`src/rtl/icache_refill_ctrl_pkg.sv`:
```
// Shared AHB and refill definitions for the instruction-cache line refill controller.
package icache_refill_ctrl_pkg;

  typedef enum logic [1:0] {
    HTRANS_IDLE   = 2'b00,
    HTRANS_BUSY   = 2'b01,
    HTRANS_NONSEQ = 2'b10,
    HTRANS_SEQ    = 2'b11
  } htrans_t;

  typedef enum logic {
    HRESP_OKAY  = 1'b0,
    HRESP_ERROR = 1'b1
  } hresp_t;

  typedef enum logic [2:0] {
    BURST_SINGLE = 3'b000,
    BURST_INCR   = 3'b001,
    BURST_WRAP4  = 3'b010,
    BURST_INCR4  = 3'b011,
    BURST_WRAP8  = 3'b100,
    BURST_INCR8  = 3'b101,
    BURST_WRAP16 = 3'b110,
    BURST_INCR16 = 3'b111
  } burst_types_e;

  localparam int         LINE_WORDS = 4;
  localparam logic [2:0] HSIZE_WORD = 3'b010;

  // Refill FSM encoding, kept as plain constants for legacy tooling.
  typedef logic [2:0] refill_state_t;
  localparam refill_state_t ST_IDLE = 3'd0;
  localparam refill_state_t ST_NSEQ = 3'd1;
  localparam refill_state_t ST_SEQ  = 3'd2;
  localparam refill_state_t ST_LAST = 3'd3;
  localparam refill_state_t ST_ERR  = 3'd4;

endpackage

```
`src/rtl/icache_refill_ctrl_wrap4_addr_gen.sv`:
```
// Word address inside a 16-byte line; the 2-bit word index wraps so a burst never leaves the line.
module wrap4_addr_gen
  import icache_refill_ctrl_pkg::*;
(
  input  logic [31:4] base,
  input  logic [1:0]  start,
  input  logic [1:0]  beat,
  output logic [31:0] haddr
);

  logic [1:0] word;

  assign word  = start + beat;
  assign haddr = {base, word, 2'b00};

endmodule

```
`src/rtl/icache_refill_ctrl.sv`:
```
// AHB master that refills one 4-word I-cache line, critical word first (WRAP4) or from line base (INCR4).
module icache_refill_ctrl
  import icache_refill_ctrl_pkg::*;
#(
  parameter bit CRIT_FIRST = 1'b1
) (
  input  logic        clk,
  input  logic        rstn,
  input  logic        miss_valid,
  input  logic [31:0] miss_addr,
  output logic        miss_ready,
  output logic [31:0] haddr,
  output logic [1:0]  htrans,
  output logic [2:0]  hburst,
  output logic [2:0]  hsize,
  output logic        hwrite,
  input  logic [31:0] hrdata,
  input  logic        hready,
  input  logic        hresp,
  output logic        fill_we,
  output logic [1:0]  fill_idx,
  output logic [31:0] fill_data,
  output logic        crit_valid,
  output logic        fill_done,
  output logic        fill_err
);

  localparam burst_types_e BURST_KIND = CRIT_FIRST ? BURST_WRAP4 : BURST_INCR4;

  refill_state_t state_q, state_d;
  logic [31:4]   base_q, base_d;
  logic [1:0]    start_q, start_d;
  logic [1:0]    issued_q, issued_d;
  logic [31:0]   gen_addr;
  logic          dphase;
  logic          err_now;
  htrans_t       htrans_e;
  logic          unused_addr_bits;

  assign unused_addr_bits = ^miss_addr[1:0];

  wrap4_addr_gen u_addr_gen (
    .base  (base_q),
    .start (start_q),
    .beat  (issued_q),
    .haddr (gen_addr)
  );

  // A data phase is outstanding whenever an address has been accepted but its beat not yet taken.
  assign dphase  = (state_q == ST_SEQ) || (state_q == ST_LAST);
  assign err_now = dphase && (hresp == HRESP_ERROR);

  assign htrans    = htrans_e;
  assign hsize     = HSIZE_WORD;
  assign hwrite    = 1'b0;
  assign fill_data = hrdata;
  // issued_q runs one ahead of the beat in its data phase; in LAST it has wrapped to 0.
  assign fill_idx  = start_q + issued_q - 2'd1;

  always_comb begin
    state_d    = state_q;
    base_d     = base_q;
    start_d    = start_q;
    issued_d   = issued_q;
    miss_ready = 1'b0;
    htrans_e   = HTRANS_IDLE;
    haddr      = 32'd0;
    hburst     = BURST_SINGLE;
    fill_we    = 1'b0;
    crit_valid = 1'b0;
    fill_done  = 1'b0;
    fill_err   = 1'b0;
    case (state_q)
      ST_IDLE: begin
        miss_ready = 1'b1;
        if (miss_valid) begin
          base_d   = miss_addr[31:4];
          start_d  = CRIT_FIRST ? miss_addr[3:2] : 2'd0;
          issued_d = 2'd0;
          state_d  = ST_NSEQ;
        end
      end
      ST_NSEQ: begin
        htrans_e = HTRANS_NONSEQ;
        haddr    = gen_addr;
        hburst   = BURST_KIND;
        if (hready) begin
          issued_d = 2'd1;
          state_d  = ST_SEQ;
        end
      end
      ST_SEQ, ST_LAST: begin
        hburst = BURST_KIND;
        if (err_now) begin
          // Drop the pending address at once; a one-cycle error response finishes here.
          if (hready) begin
            fill_err = 1'b1;
            issued_d = 2'd0;
            state_d  = ST_IDLE;
          end else begin
            state_d  = ST_ERR;
          end
        end else if (state_q == ST_SEQ) begin
          htrans_e = HTRANS_SEQ;
          haddr    = gen_addr;
          if (hready) begin
            fill_we    = 1'b1;
            crit_valid = (issued_q == 2'd1);
            issued_d   = issued_q + 2'd1;
            if (issued_q == 2'(LINE_WORDS - 1)) state_d = ST_LAST;
          end
        end else if (hready) begin
          fill_we   = 1'b1;
          fill_done = 1'b1;
          issued_d  = 2'd0;
          state_d   = ST_IDLE;
        end
      end
      ST_ERR: begin
        hburst = BURST_KIND;
        if (hready) begin
          fill_err = 1'b1;
          issued_d = 2'd0;
          state_d  = ST_IDLE;
        end
      end
      default: state_d = ST_IDLE;
    endcase
  end

  always_ff @(posedge clk or negedge rstn) begin
    if (!rstn) begin
      state_q  <= ST_IDLE;
      base_q   <= '0;
      start_q  <= 2'd0;
      issued_q <= 2'd0;
    end else begin
      state_q  <= state_d;
      base_q   <= base_d;
      start_q  <= start_d;
      issued_q <= issued_d;
    end
  end

endmodule

```
`config.mk`:
```
export PLATFORM = sky130hd
export DESIGN_NAME = icache_refill_ctrl
export DESIGN_NICKNAME = d
export VERILOG_FILES = /design/src/rtl/icache_refill_ctrl_pkg.sv /design/src/rtl/icache_refill_ctrl_wrap4_addr_gen.sv /design/src/rtl/icache_refill_ctrl.sv
export SDC_FILE = /design/constraint.sdc
export NUM_CORES = 1
export LEC_CHECK = 0
export CAP_MARGIN = 10
export CORE_ASPECT_RATIO = 0.7
export CORE_MARGIN = 10
export CORE_UTILIZATION = 34
export DETAILED_ROUTE_END_ITERATION = 8
export GPL_TIMING_DRIVEN = 0
export PLACE_DENSITY = 0.77
export SLEW_MARGIN = 20
export SYNTH_ARGS = -nofsm -noshare
export SYNTH_HDL_FRONTEND = slang
export SYNTH_HIERARCHICAL = 1
export SYNTH_SLANG_ARGS = --single-unit
export TNS_END_PERCENT = 1
```
`constraint.sdc`:
```
create_clock -name clk -period 1.4 [get_ports clk]
set_input_delay 0.28 -clock clk [delete_from_list [all_inputs] [get_ports clk]]
set_output_delay 0.28 -clock clk [all_outputs]
set_load 0.02 [all_outputs]
```
### Wiring by layer, run 1

(4 px per um)
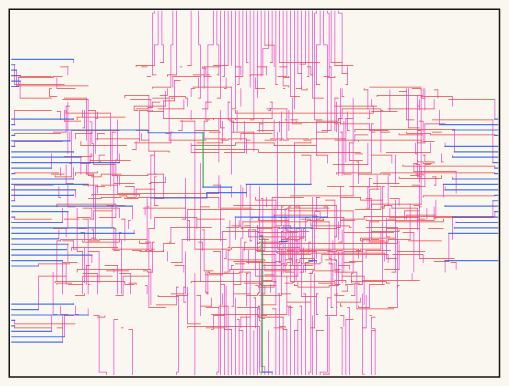
[M2] magenta | wire length: 3780 um
[M1] red | wire length: 2880 um
[M3] blue | wire length: 773 um
[M4] green | wire length: 47.6 um

### Sequential cells grouped by signal name, run 1

(4 px per um) Other sequential cells in the stronger grey, the rest of the logic in the fainter grey.
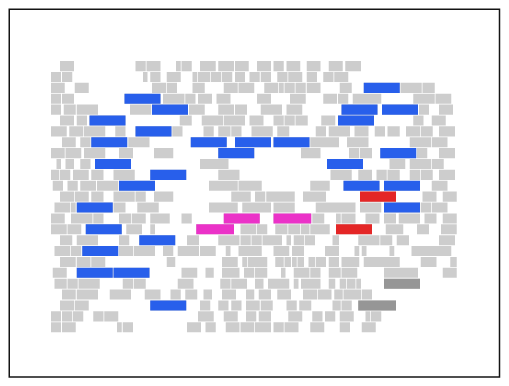
[start_q] red | sequential cells: 2
[state_q] magenta | sequential cells: 3
[base_q] blue | sequential cells: 28

### Clock wiring as the flow saved it, run 1

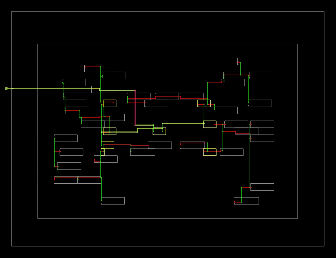
clock skew: 0.00277 ns
clk sinks: 35
Clock group: 0.000796 W
clk ins delay skew pair: 0.28 ns

-- run 1: registers in the layout, summed over array words and instances (netlist names) --
name      cells
base_q       28
state_q       3
issued_q      2
start_q       2
-- run 1: through the flow --
step	util [%]	setup slack, ns	power, W
after floorplan	-	-0.258	0.00590
after global placement	54.9	-1.33	0.00772
after detailed placement	55.2	-1.37	0.00783
after CTS	61.6	-0.755	0.00998
after global routing	61.9	-0.806	0.0106
final	61.9	-0.749	0.00993
-- run 1: power groups by stage --
stage | registers (W) | clock network, W | logic (W)
after floorplan | 0.00179 | 0 | 0.00411
after global placement | 0.00186 | 0 | 0.00586
after detailed placement | 0.00188 | 0 | 0.00594
after CTS | 0.00186 | 0.000835 | 0.00728
after global routing | 0.00194 | 0.000861 | 0.00777
final | 0.00186 | 0.000796 | 0.00727
-- run 1: cells by family (layout without fill, tap and decap cells) --
kind of cell | after synthesis | in the layout | share of synthesized area, %
AND-OR/OR-AND | 13 | 13 | 3.37
XOR/XNOR | 3 | 3 | 1.66
adder cells (fa/ha/maj) | 4 | 4 | 2.01
buffers and inverters | 83 | 212 | 24.1
flip-flops | 35 | 35 | 35.2
multiplexers | 32 | 32 | 18.7
other | 3 | 8 | 0.453
AND/OR/NAND/NOR | 59 | 59 | 14.5
-- run 1: area by class of cell --
cell class / instances / area (um2)
fillers: 588 / 2640
repair buffers: 121 / 1300
multi-input cells: 119 / 1180
flip-flops and latches: 35 / 880
plain buffers: 79 / 681
well taps: 94 / 118
clock buffers: 8 / 100
inverters: 4 / 15.0
-- run 1: repair_timing --
| action | in CTS | in global routing |
|---|---|---|
| buffers inserted | 10 | 0 |
| setup endpoints to repair | 73 | 72 |
| hold buffers | 1 | 0 |
| endpoints found under the hold margin | 17 | 0 |
| cloned | 3 | 0 |
| resized | 263 | 11 |
| pin swaps | 25 | 4 |
-- run 1: metal layers --
metal / up-vias / part of all wire, % / global-route usage [%] / routed length, um
li1: 948 / - / - / -
met1: 928 / 39 / 14.9 / 2880
met3: 4 / 10 / 6.12 / 772
met4: 0 / 0.63 / 2.54 / 47
met5: - / 0 / 0 / 0
met2: 78 / 51 / 22.8 / 3780
-- run 1: Yosys cell counts (all sizes together) --
cell     n  area, um2
nand3    1       5.00
nor3b    1       7.51
nand2    4       15.0
o211ai   1       7.51
xor3     1       23.8
a21oi    4       23.8
nand4b   2       17.5
or4      1       7.51
or3b     1       8.76
clkbuf   2       7.51
xnor2    2       17.5
nor3     2       15.0
o221ai   1       8.76
mux2i    1       10.0
and2    35        219
mux2    31        454
inv      4       15.0
o21ai    4       20.0
dfrtp   35        876
buf     77        577
ha       4       50.1
nor2     4       15.0
nor2b    2       12.5
o22ai    1       6.26
nand2b   5       31.3
o31a     2       17.5
conb     3       11.3
and3     1       6.26
-- run 1: path summary, 6_finish.rpt --
kind,startpoint,to,slack (ns)
max,state_q[0],haddr[5],-0.75
max reg2reg,state_q[0],start_q[1],-0.32
min,rstn,base_q[18],0.48
min reg2reg,base_q[5],base_q[5],0.50
min in group clk,base_q[5],base_q[5],0.50
max in group asynchronous,rstn,state_q[2],0.47
==> flow_summary.toml, run 1 <==
# yosys + openroad results
[finish]
design_area_um2 = 4280
area.growth.synth_to_final_pct = 72.0
lay_top_count = "buf_4"
n_antenna_cell = 0

[yosys]
syn_avg_cell_area_um2 = 10.7
yosys_warnings = 6
syn_area_um2 = 2490
ys_cells = 232
ys_seq_share_pct = 35.2

[power_and_ir_drop]
pwr-share-comb_pct = 73.2
seq_power_share_pct = 18.8
p_int_w = 0.00640
p_sw_w = 0.00353
leakagePower_nw = 2.02
irDropWorstVdd_v = 0.00118

[floorplan]
die_area_um2 = 11200
core_um2 = 6910
dieWidth_um = 122
std_cell_rows = 25
ios = 149

[place]
dpl_cell_area_um2 = 3820
portBuffers = 106

[clock_tree]
numCtsBuffers = 5
h-tree-depth = 2

[grt]
antenna_found_initial = 0
grt_usage_pct = 13.3

[timing]
hold_viol = 0
setup_violations = 72
finalCritPeriodShare_pct = 153
worst_slack_ns = -0.749

[worst_setup_path]
path_class = "flip-flop to output pin"
crit_fanout = 5
crit_chain = "or3b_4 > a21oi_4 > buf_12 > buf_8 > buf_8 > and2_4 > buf_6"
path_common_cell = "buf_8"
cp.required_ns = 1.12
cp.depth = 7

[run_status]
violations = "negative setup slack"
status = "finished with violations"

[detailed_routing]
drt_iter0_drc = 18
==> inputs of run 2 (changes only) <==
--- a/config.mk
+++ b/config.mk
@@ -11,6 +11,7 @@
 export CORE_UTILIZATION = 34
 export DETAILED_ROUTE_END_ITERATION = 8
 export GPL_TIMING_DRIVEN = 0
+export MAX_ROUTING_LAYER = met4
 export PLACE_DENSITY = 0.77
 export SLEW_MARGIN = 20
 export SYNTH_ARGS = -nofsm -noshare
### Clock wiring as the flow saved it, run 2

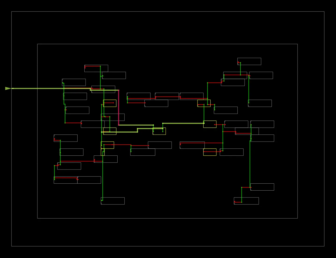
clkbuf count: 8
Clock group: 0.000802 W
clock skew: 0.00241 ns
CTS buffer count: 5
flip-flops: 35

### PDN straps and rails, run 2

(3 px per um) Pins as bars on the die edge. Tap cells in grey.
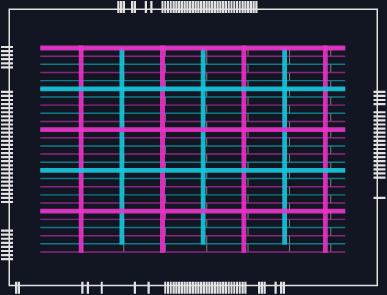
[VSS] magenta
[VDD] cyan
met4 straps: 7
met5 straps: 5
met1 rails: 26

==> run 2 against run 1 <==
Net effect: the run still ends with negative setup slack left; clock skew about the same; worst hold slack got worse by 0.0018 ns; final cell count unchanged; core utilization unchanged; sequential cell count unchanged; critical path depth unchanged; global-route usage increased by 0.39 points; combinational power about the same; first-iteration DRC count increased by 33%; sequential power about the same; critical path type unchanged.
==> flow_summary.toml, run 2 <==
# yosys + openroad results
[place]
post-place-ws_ns = -1.37
portBuffers = 106

[power_and_ir_drop]
seq_power_share_pct = 18.7
p_sw_w = 0.00354
pwr-share-comb_pct = 73.2
irDropWorstVdd_v = 0.00118
p_int_w = 0.00640

[yosys]
mux_share_pct = 18.7
ys_chip_area_um2 = 2490
edf_count = 0
synthAdderAreaFrac_pct = 2.01
ys_sh_xor_pct = 1.66
syn_area_um2 = 2490
yosys_warnings = 6
synthAoiAreaFrac_pct = 3.37
synthTopCellsByCount = "69 x buf_4, 35 x and2_1, 35 x dfrtp_1"
logic_family = "buffers and inverters"
async_reset_ff_share_pct = 100
synth-simple-area-share_pct = 14.5
synthTopCellsByArea = "dfrtp_1 35%, buf_4 21%, mux2_4 17%"
syn_avg_cell_area_um2 = 10.7

[finish]
lay_top_count = "buf_4"
regMostFlops = "base_q"
largestRegisters = "base_q x28, state_q x3"
largest_reg_flops = 28
final_util_pct = 61.9

[worst_setup_path]
path_common_cell = "buf_8"
crit_fanout = 5
reg2reg_to = "base_q[20]"
cp.required_ns = 1.12
crit_chain = "or3b_4 > a21oi_4 > buf_12 > buf_8 > buf_8 > and2_4 > buf_6"
rrSetupSlack_ns = -0.31
worstSetupEndpoint = "haddr[5]"

[clock_tree]
clock_latency_ns = 0.28
h-tree-depth = 2
numClockSinks = 35

[grt]
antenna_found_initial = 0
grt_usage_pct = 13.7
grt_start_max_net_pins = 19

[floorplan]
ios = 149
die_area_um2 = 11200
dieWidth_um = 122
std_cell_rows = 25

[timing]
worst_slack_ns = -0.752
finalCritPeriodShare_pct = 154
setup_violations = 72

[detailed_routing]
drt_iter0_drc = 24

[run_status]
status = "finished with violations"
violations = "negative setup slack"
### Sequential cells grouped by signal name, run 2

(4 px per um) Other sequential cells in the stronger grey, the rest of the logic in the fainter grey.
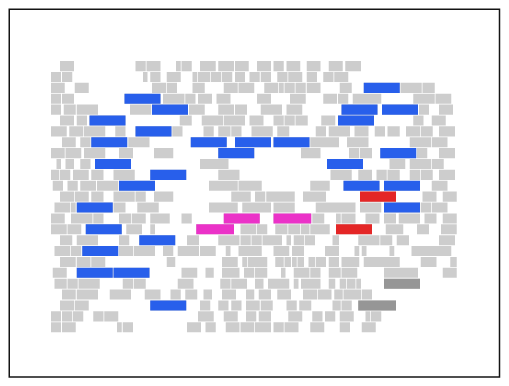
[base_q] blue | sequential cells: 28
[start_q] red | sequential cells: 2
[state_q] magenta | sequential cells: 3
not coloured: 2
Seq power: 0.00186 W
Flop area: 880 um2

==> run 2: cell counts after synthesis <==
No cell type changed its count.
==> run 2: final cells by class <==
class                      count  area, um2
clock buffer                   8        100
fill                         588       2640
inverter                       4       15.0
sequential                    35        880
multi-input combinational    119       1180
buffer                        79        681
tap                           94        118
timing repair buffer         121       1300
==> run 2: worst max-delay path: cells and delay by family (launching register included) <==
kind	cells	cell delay, ns
and+or+nand+nor	2	0.56
DFF	1	0.41
AOI/OAI and AO/OA	1	0.15
buffers and inverters	4	0.48
==> run 2: repair_timing <==
action                                 in CTS  in global routing
cloned                                      3                  0
hold buffers                                1                  0
buffers inserted                           10                  0
pin swaps                                  25                  4
endpoints found under the hold margin      17                  0
setup endpoints to repair                  73                 72
resized                                   263                 11
==> run 2: worst min-delay path by stage <==
| stage | from | endpoint | slack, ns |
|---|---|---|---|
| floorplan | rstn | base_q[10] | -0.02 |
| global placement | base_q[5] | base_q[5] | 0.47 |
| detailed placement | rstn | base_q[18] | 0.26 |
| CTS | rstn | base_q[18] | 0.48 |
| global route | base_q[19] | base_q[19] | 0.53 |
| finish | rstn | base_q[18] | 0.47 |
==> run 2: kinds of logic after synthesis <==
group           after synthesis
other cells                   3
mux                          32
compound gates               13
xor+xnor                      3
simple gates                 59
flops                        35
fa+ha+maj                     4
buf+inv                      83
==> run 2: power by group through the flow <==
stage                     clock network, W  registers, W  logic, W
after floorplan                          0       0.00179   0.00411
after global placement                   0       0.00186   0.00586
after detailed placement                 0       0.00188   0.00594
after CTS                         0.000835       0.00186   0.00728
after global routing              0.000861       0.00194   0.00776
final                             0.000802       0.00186   0.00728
==> run 2: stage by stage <==
| step | area [um2] | power [W] |
|---|---|---|
| floorplan | 2620 | 0.00590 |
| global placement | 3800 | 0.00772 |
| detailed placement | 3820 | 0.00783 |
| CTS | 4260 | 0.00998 |
| global route | 4280 | 0.0106 |
| finish | 4280 | 0.00994 |
==> run 2: per-layer routing <==
layer  up-vias  global-route usage, %  wire length, um
li1        945                      -                -
met1       919                   16.0             3150
met2        78                   22.8             3770
met3         4                   4.21              512
met4         0                   2.54               47
met5         -                      -                0
No activity file was given, so power comes from the tool's default toggle rates.
